Run 1, placement by cell class:
The bar under the picture is 20 µm long.
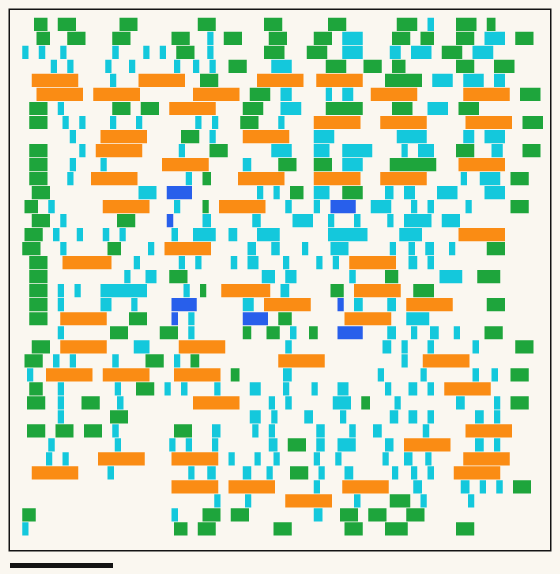
Run 1, signal wires by layer:
Two of the layers only.
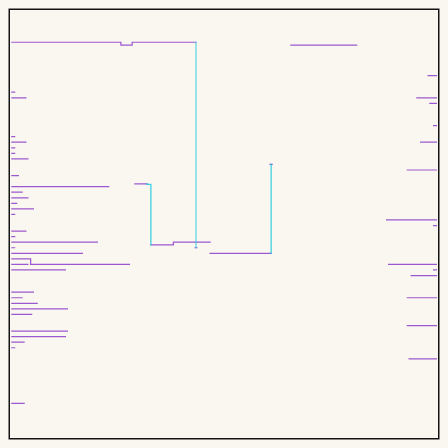
Run 1, routed clock nets over the placement:
The bar under the picture is 20 µm long.
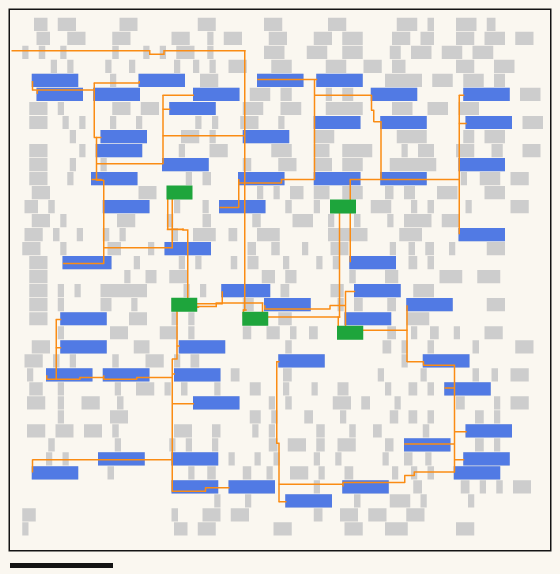
## config.mk

```make
export PLATFORM = sky130hd
export DESIGN_NAME = piece_collision_scanner
export DESIGN_NICKNAME = d
export VERILOG_FILES = /design/src/rtl/piece_collision_scanner.sv
export SDC_FILE = /design/constraint.sdc
export NUM_CORES = 1
export LEC_CHECK = 0
export ABC_AREA = 1
export CAP_MARGIN = 30
export CELL_PAD_IN_SITES_DETAIL_PLACEMENT = 2
export CELL_PAD_IN_SITES_GLOBAL_PLACEMENT = 2
export CORE_UTILIZATION = 24
export DETAILED_ROUTE_END_ITERATION = 8
export GPL_TIMING_DRIVEN = 0
export PLACE_DENSITY_LB_ADDON = 0.1
export SYNTH_ARGS = -nofsm -noshare
export SYNTH_HDL_FRONTEND = slang
export SYNTH_SLANG_ARGS = --single-unit
```

## constraint.sdc

```tcl
create_clock -name clk -period 1.9 [get_ports clk]
set_input_delay 0.285 -clock clk [delete_from_list [all_inputs] [get_ports clk]]
set_output_delay 0.285 -clock clk [all_outputs]
set_load 0.03 [all_outputs]
```

## src/rtl/piece_collision_scanner.sv

```systemverilog
// Walks the 4x4 block-local grid of a tetromino and checks every occupied cell
// against the playfield bounds and occupancy RAM, producing collision flags.
module piece_collision_scanner #(
  parameter int FIELD_W = 20,
  parameter int FIELD_H = 24
) (
  input  logic        clk,
  input  logic        rst_n,
  input  logic        start,
  input  logic [4:0]  pos_x,
  input  logic [4:0]  pos_y,
  input  logic [9:0]  rotate,
  input  logic [15:0] shape,
  output logic [4:0]  ix_pos_x,
  output logic [4:0]  ix_pos_y,
  output logic [9:0]  ix_rotate,
  output logic [4:0]  ix_b_x,
  output logic [4:0]  ix_b_y,
  input  logic [4:0]  ix_block_index,
  input  logic [8:0]  ix_field_index,
  output logic        field_rd_en,
  output logic [8:0]  field_addr,
  input  logic        field_rd_data,
  output logic        busy,
  output logic        done,
  output logic        collision,
  output logic        out_of_bounds
);

  typedef enum logic [1:0] {IDLE, SCAN, DRAIN, DONE} state_t;

  localparam logic [5:0] FW = 6'(FIELD_W);
  localparam logic [5:0] FH = 6'(FIELD_H);

  state_t      state, state_nx;
  logic [3:0]  cnt;
  logic [15:0] shape_q;
  logic        pend;
  logic [8:0]  addr_q;
  logic [5:0]  fx, fy;
  logic        occ, inb;

  assign ix_b_x = {3'b000, cnt[1:0]};
  assign ix_b_y = {3'b000, cnt[3:2]};

  // Field coordinates are computed one bit wider so origins near the edge cannot wrap back in bounds.
  always_comb begin
    fx  = {1'b0, ix_pos_x} + {4'b0000, cnt[1:0]};
    fy  = {1'b0, ix_pos_y} + {4'b0000, cnt[3:2]};
    inb = (fx < FW) && (fy < FH);
    occ = (ix_block_index < 5'd16) && shape_q[ix_block_index[3:0]];
  end

  always_ff @(posedge clk or negedge rst_n) begin
    if (!rst_n) state <= IDLE;
    else        state <= state_nx;
  end

  always_comb begin
    state_nx = state;
    case (state)
      IDLE:    if (start) state_nx = SCAN;
      SCAN:    if (cnt == 4'd15) state_nx = DRAIN;
      DRAIN:   state_nx = DONE;
      DONE:    state_nx = IDLE;
      default: state_nx = IDLE;
    endcase
  end

  // The address is held between reads so the RAM port sees no spurious toggling.
  always_comb begin
    busy        = (state != IDLE);
    done        = (state == DONE);
    field_rd_en = (state == SCAN) && occ && inb;
    field_addr  = field_rd_en ? ix_field_index : addr_q;
  end

  always_ff @(posedge clk or negedge rst_n) begin
    if (!rst_n) begin
      ix_pos_x      <= '0;
      ix_pos_y      <= '0;
      ix_rotate     <= '0;
      shape_q       <= '0;
      cnt           <= '0;
      pend          <= 1'b0;
      addr_q        <= '0;
      collision     <= 1'b0;
      out_of_bounds <= 1'b0;
    end else begin
      addr_q <= field_addr;
      case (state)
        IDLE: begin
          if (start) begin
            ix_pos_x      <= pos_x;
            ix_pos_y      <= pos_y;
            ix_rotate     <= rotate;
            shape_q       <= shape;
            cnt           <= '0;
            pend          <= 1'b0;
            collision     <= 1'b0;
            out_of_bounds <= 1'b0;
          end
        end
        SCAN: begin
          cnt  <= cnt + 4'd1;
          pend <= occ && inb;
          if (occ && !inb) begin
            collision     <= 1'b1;
            out_of_bounds <= 1'b1;
          end
          if (pend && field_rd_data) collision <= 1'b1;
        end
        DRAIN: begin
          pend <= 1'b0;
          if (pend && field_rd_data) collision <= 1'b1;
        end
        default: ;
      endcase
    end
  end

endmodule

```

==> ci_impl_report.md, run 1 <==
### Metrics collected by this job

| Metric | Value |
|---|---|
| Outcome | finished with violations |
| Failing checks | negative setup slack |
| Fraction of layout cells with a size suffix above 1 | 21.6% |
| Setup slack, reg-to-reg | 0.01 ns |
| Vias per cell | 4.30 |
| Clock Skew | 0.00799 ns |
| Wire per inst | 14.4 µm |
| Tmin final | 2.39 ns |
| Warnings, synthesis | 0 |
| Clock power frac | 9.7% |
| Cell leakage power | 1.98 nW |
| Comb area share | 28.5% |
| GR Overflow Total | 0 |
| Global Route Usage Sum | 15.5% |
| Top-area cell share | 53.3% |
| Pwr dens | 1590 mW/mm² |
| Setup crit end | field_addr[6] |
| Post-route ant nets | 0 |
| Adder Area Share | 3.45% |
| Met3 wire len | 377 µm |
| Yosys reg bits | 54 |
| Uppermost layer routed | met4 |
| Area-dominant class | flip-flops and latches |
| Worst Setup Path Type | register to output port |
| Slowest CP cell | dfrtp_2 |
| Cell Type Count | 23 |
| Register bank with the most flops | shape_q |
| Sequential Area | 0.00135 mm² |
| CP endpoint kind | output port |
| Filler cells | 1178 |
| DP Wirelength | 5.71 mm |
| Fin. Hold Viols | 0 |
| Metal2 WL | 4.20 mm |
| Floorplan Utilization | 24.7% |
| Tool warnings | 33 |
| Switching power total | 2.96 mW |
| Worst r2r src | ix_pos_y[1] |
| Yosys stat cell total | 306 |
| Die height | 105 µm |
| CTS Buffer Depth | 2 |
| Pre-CTS setup slack | -0.925 ns |
| Clk. pwr | 0.632 mW |
| Non-clk bufs | 122 |
| Routing usage on met3 | 3.43% |
| Leading power group | combinational cells |
| NonClk Buf Share | 29.2% |
| Flop count | 54 |
| # clock sinks | 54 |
| CP Data Arrival Time | 2.11 ns |
| Post-route setup TNS | -4.62 ns |
| Worst setup path start | ix_pos_y[1] |
| Critical path cell sequence | ha_4 > nand4_1 > nand2_1 > o21ai_2 > nand2_2 > inv_2 > nand4_4 > clkbuf_16 > nand2_4 > nand2_4 > buf_6 |
| CTS Hold Bufs | 1 |
| Crit path depth | 11 |
| Post-CTS Setup Bufs | 7 |
| Latency at later pin | 0.31 ns |
| Most numerous logic cells after layout | 113 x nand2_1, 77 x clkdlybuf4s50_1, 52 x dfrtp_1 |
| Final Slew Violations | 0 |
| Largest stage delay on the critical path | 0.44 ns |
| Total chip power | 6.55 mW |
| Largest register FFs | 16 |
| Synthesized cell area | 0.00254 mm² |
| Residual DRC count | 0 |
| Main logic family | simple AND/OR/NAND/NOR gates |
| Detailed-route via count | 2417 |
| Clock root buffer | clkbuf_8 |
| Inverters | 31 |
| Final WS setup | -0.495 ns |
| Routed wire length | 8.12 mm |
| CP top delay family | simple AND/OR/NAND/NOR gates |
| Htree depth | 2 |
| Final Setup Violations | 10 |
| Post-synth top area cell | dfrtp_1 |
| Hold Crit Class | primary input to asynchronous set/reset pin |
| Placer Congestion | 0.698 |
| Post-synthesis cell count | 306 |
| CLK BUF | 8 |
| Multi-input gate count | 211 |
| Post-synth ARST share | 100% |
| Ant diodes | 0 |
| RSZ-0062 raised after global routing | true |
| Post-route insts no fill | 562 |
| Post-Synth Simple-Gate Area | 28.5% |
| Seq share, synth | 53.3% |
| Inst Count DP | 539 |
| Most frequently used cell type in the post-synthesis netlist | nand2_1 |
| TritonCTS Buffers | 5 |
| CTS tree | built |
| Main flop type | dfrtp_1 |
| Ports | 98 |
| Vias in the first global route | 2742 |
| Combinational Power Share | 58.5% |
| WL met1 | 3.45 mm |
| CP startpoint kind | register |
| Final hold slack | 0.486 ns |
| Die area | 0.0110 mm² |
| Worst r2r path cells | 11 |
| Area fraction in compound gates | 6.02% |
| Combinational power | 3.83 mW |
| Clock buf/inv share | 1.95% |
| Xor+xnor area frac | 0% |
| MaxCap Viol Count | 0 |
| Placement Cell Area | 0.00377 mm² |
| Most used logic cell in the final layout | nand2_1 |
| M1 GR Usage | 18.2% |
| Largest registers | shape_q (16), ix_rotate (10), addr_q (9) |
| Area Growth Syn to Fin | 62.1% |
| First-pass GRT wire length | 13.5 mm |
| TritonRoute pass-1 iters | 3 |
| Syn_area_per_cell | 8.29 µm² |
| Initial antenna violation count | 0 |
| Initial DRC Count | 39 |
| EDFF count, synth | 0 |
| Grt peak-use layer | met2 |
| Largest net degree at the start of global routing | 36 |
Back to the opening pictures, 'placement by cell class':
class	colour	cells
remaining buffers and delay cells	green	122
clock drivers and dummy loads	blue	8
registers	orange	54
remaining logic cells	cyan	242
flop share of the area: 32.9%
final instance area: 0.00411 mm²
row count: 37
Post-Route Utilization: 40.0%
core area: 0.0103 mm²

Back to the opening pictures, 'signal wires by layer':
layer	colour	wire length
M3	purple	377 µm
M4	cyan	88.0 µm

Back to the opening pictures, 'routed clock nets over the placement':
[clock wires] orange | length: 783 µm
[clock-net drivers] green | count: 5
[flip-flops] blue | count: 54
flops lie	all over the die

==> run 1 -> run 2 <==
--- a/config.mk
+++ b/config.mk
@@ -9,6 +9,7 @@
 export CAP_MARGIN = 30
 export CELL_PAD_IN_SITES_DETAIL_PLACEMENT = 2
 export CELL_PAD_IN_SITES_GLOBAL_PLACEMENT = 2
+export CORE_MARGIN = 1
 export CORE_UTILIZATION = 24
 export DETAILED_ROUTE_END_ITERATION = 8
 export GPL_TIMING_DRIVEN = 0
==> run 2 against run 1 <==
Effect of this change:
- the run still ends with negative setup slack left
- sequential power about the same
- total power unchanged
- first-iteration DRC count is the same
- area after synthesis unchanged
- core utilization stayed put
- highest routed layer unchanged
==> ci_impl_report.md, run 2 <==
### Metrics collected by this job

| Metric | Value |
|---|---|
| Most used logic cell in the final layout | nand2_1 (unchanged) |
| Multi-input gate count | 211 (unchanged) |
| M1 GR Usage | 18.2% (unchanged) |
| Worst r2r src | ix_pos_y[1] (unchanged) |
| MaxCap Viol Count | 0 (unchanged) |
| Post-route ant nets | 0 (unchanged) |
| Floorplan Utilization | 24.7% (unchanged) |
| Post-Synth Simple-Gate Area | 28.5% (unchanged) |
| Outcome | finished with violations (unchanged) |
| CP Data Arrival Time | 2.11 ns (about the same) |
| Synthesized cell area | 0.00254 mm² (unchanged) |
| Routed wire length | 8.12 mm (unchanged) |
| Main logic family | simple AND/OR/NAND/NOR gates (unchanged) |
| Post-synth ARST share | 100% (unchanged) |
| Die height | 105 µm (unchanged) |
| TritonRoute pass-1 iters | 3 (unchanged) |
| Yosys reg bits | 54 (unchanged) |
| Inst Count DP | 539 (unchanged) |
| Global Route Usage Sum | 15.5% (unchanged) |
| Post-route insts no fill | 562 (unchanged) |
| Met3 wire len | 377 µm (unchanged) |
| Residual DRC count | 0 (unchanged) |
| Final Slew Violations | 0 (unchanged) |
| WL met1 | 3.45 mm (unchanged) |
| RSZ-0062 raised after global routing | true (unchanged) |
| Switching power total | 2.96 mW (unchanged) |
| Grt peak-use layer | met2 (unchanged) |
| DP Wirelength | 5.71 mm (unchanged) |
| Crit path depth | 11 (unchanged) |
| Combinational Power Share | 58.5% (about the same) |
| Post-route setup TNS | -4.62 ns (unchanged) |
| Area-dominant class | flip-flops and latches (unchanged) |
| Uppermost layer routed | met4 (unchanged) |
| Final hold slack | 0.486 ns (unchanged) |
| Post-Route Utilization | 40.0% (unchanged) |
| Cell Type Count | 23 (unchanged) |
| Chip Width | 105 µm (unchanged) |
| GR Overflow Total | 0 (unchanged) |
| Clock power frac | 9.7% (about the same) |
| Seq pwr share | 31.9% (about the same) |
| Ports | 98 (unchanged) |
| Most numerous logic cells after layout | 113 x nand2_1, 77 x clkdlybuf4s50_1, 52 x dfrtp_1 (unchanged) |
| Initial DRC Count | 39 (unchanged) |
| Critical path cell sequence | ha_4 > nand4_1 > nand2_1 > o21ai_2 > nand2_2 > inv_2 > nand4_4 > clkbuf_16 > nand2_4 > nand2_4 > buf_6 (unchanged) |
| CP startpoint kind | register (unchanged) |
| Top-area cell share | 53.3% (unchanged) |
| CP top delay family | simple AND/OR/NAND/NOR gates (unchanged) |
| First-pass GRT wire length | 13.5 mm (unchanged) |
| Main flop type | dfrtp_1 (unchanged) |
| Final WS setup | -0.495 ns (unchanged) |
| Wire per inst | 14.4 µm (unchanged) |
| Cts repair resizes | 90 (unchanged) |
| P_int | 3.58 mW (unchanged) |
| Post-synthesis cell count | 306 (unchanged) |
| Hold Crit Class | primary input to asynchronous set/reset pin (unchanged) |
| Warnings, synthesis | 0 (unchanged) |
| Seq share, synth | 53.3% (unchanged) |
| # clock sinks | 54 (unchanged) |
| Placement Cell Area | 0.00377 mm² (unchanged) |
| Largest register FFs | 16 (unchanged) |
| Tool warnings | 33 (unchanged) |
| Final Setup Violations | 10 (unchanged) |
| Final instance area | 0.00411 mm² (unchanged) |
| Filler cells | 1178 (unchanged) |
| Largest net degree at the start of global routing | 36 (unchanged) |
| Slowest CP cell | dfrtp_2 (unchanged) |
| Cell leakage power | 1.98 nW (unchanged) |
| Total chip power | 6.55 mW (unchanged) |
| Worst Path Required | 1.62 ns (about the same) |
| Placer Congestion | 0.698 (unchanged) |
| Clock buf/inv share | 1.95% (unchanged) |
| Yosys stat cell total | 306 (unchanged) |
| Post-synth top area cell | dfrtp_1 (unchanged) |
| CP Buf/Inv Count | 3 (unchanged) |
| Worst Setup Path Type | register to output port (unchanged) |
| Metal2 WL | 4.20 mm (unchanged) |
| Area fraction in compound gates | 6.02% (unchanged) |
| EDFF count, synth | 0 (unchanged) |
| Tmin final | 2.39 ns (unchanged) |
| Adder Area Share | 3.45% (unchanged) |
| Setup crit end | field_addr[6] (unchanged) |
| Combinational power | 3.83 mW (about the same) |
| Vias in the first global route | 2742 (unchanged) |
| IO Port Bufs | 91 (unchanged) |
| Worst setup path start | ix_pos_y[1] (unchanged) |
| Htree depth | 2 (unchanged) |
| Flop share of the area | 32.9% (unchanged) |
| Ant diodes | 0 (unchanged) |
| Fraction of layout cells with a size suffix above 1 | 21.6% (unchanged) |
| Sequential Area | 0.00135 mm² (unchanged) |
| Pwr dens | 1590 mW/mm² (unchanged) |
| Routing usage on met3 | 3.43% (unchanged) |
| CTS Buffer Depth | 2 (unchanged) |
| Pre-CTS setup slack | -0.925 ns (unchanged) |
| NonClk Buf Share | 29.2% (unchanged) |
| Xor+xnor area frac | 0% (unchanged) |
| Area Growth Syn to Fin | 62.1% (unchanged) |
| CP endpoint kind | output port (unchanged) |
| Core area | 0.0103 mm² (unchanged) |
| Non-clk bufs | 122 (unchanged) |
| Largest registers | shape_q (16), ix_rotate (10), addr_q (9) (unchanged) |
| Most frequently used cell type in the post-synthesis netlist | nand2_1 (unchanged) |
| Detailed-route via count | 2417 (unchanged) |
| Die area | 0.0110 mm² (unchanged) |
| Setup slack, reg-to-reg | 0.01 ns (about the same) |
| Inverters | 31 (unchanged) |
| Synth cell count leaders | 138 x nand2_1, 54 x dfrtp_1, 29 x inv_1 (unchanged) |
| Leading power group | combinational cells (unchanged) |
| Row count | 37 (unchanged) |
| Failing checks | negative setup slack (unchanged) |
| Clock root buffer | clkbuf_8 (unchanged) |
| Initial antenna violation count | 0 (unchanged) |
| Comb area share | 28.5% (unchanged) |
| Fin. Hold Viols | 0 (unchanged) |
| Worst r2r path cells | 11 (unchanged) |
| Register bank with the most flops | shape_q (unchanged) |
| Vias per cell | 4.30 (unchanged) |
| CTS Hold Bufs | 1 (unchanged) |
| TritonCTS Buffers | 5 (unchanged) |
| Post-CTS Setup Bufs | 7 (unchanged) |
| CTS tree | built (unchanged) |
| Syn_area_per_cell | 8.29 µm² (unchanged) |
| Largest stage delay on the critical path | 0.44 ns (about the same) |
Run 2, clock nets:
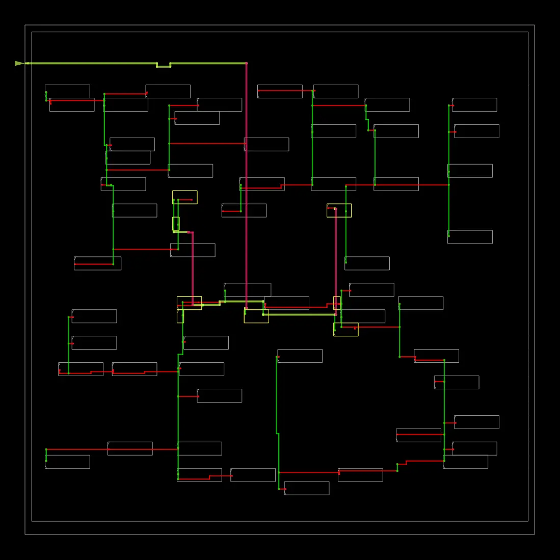
Clk. pwr: 0.632 mW
Latency at later pin: 0.31 ns
CLK BUF: 8
flop count: 54
Clock Skew: 0.00799 ns

Power is estimated from default activity; no workload was simulated.
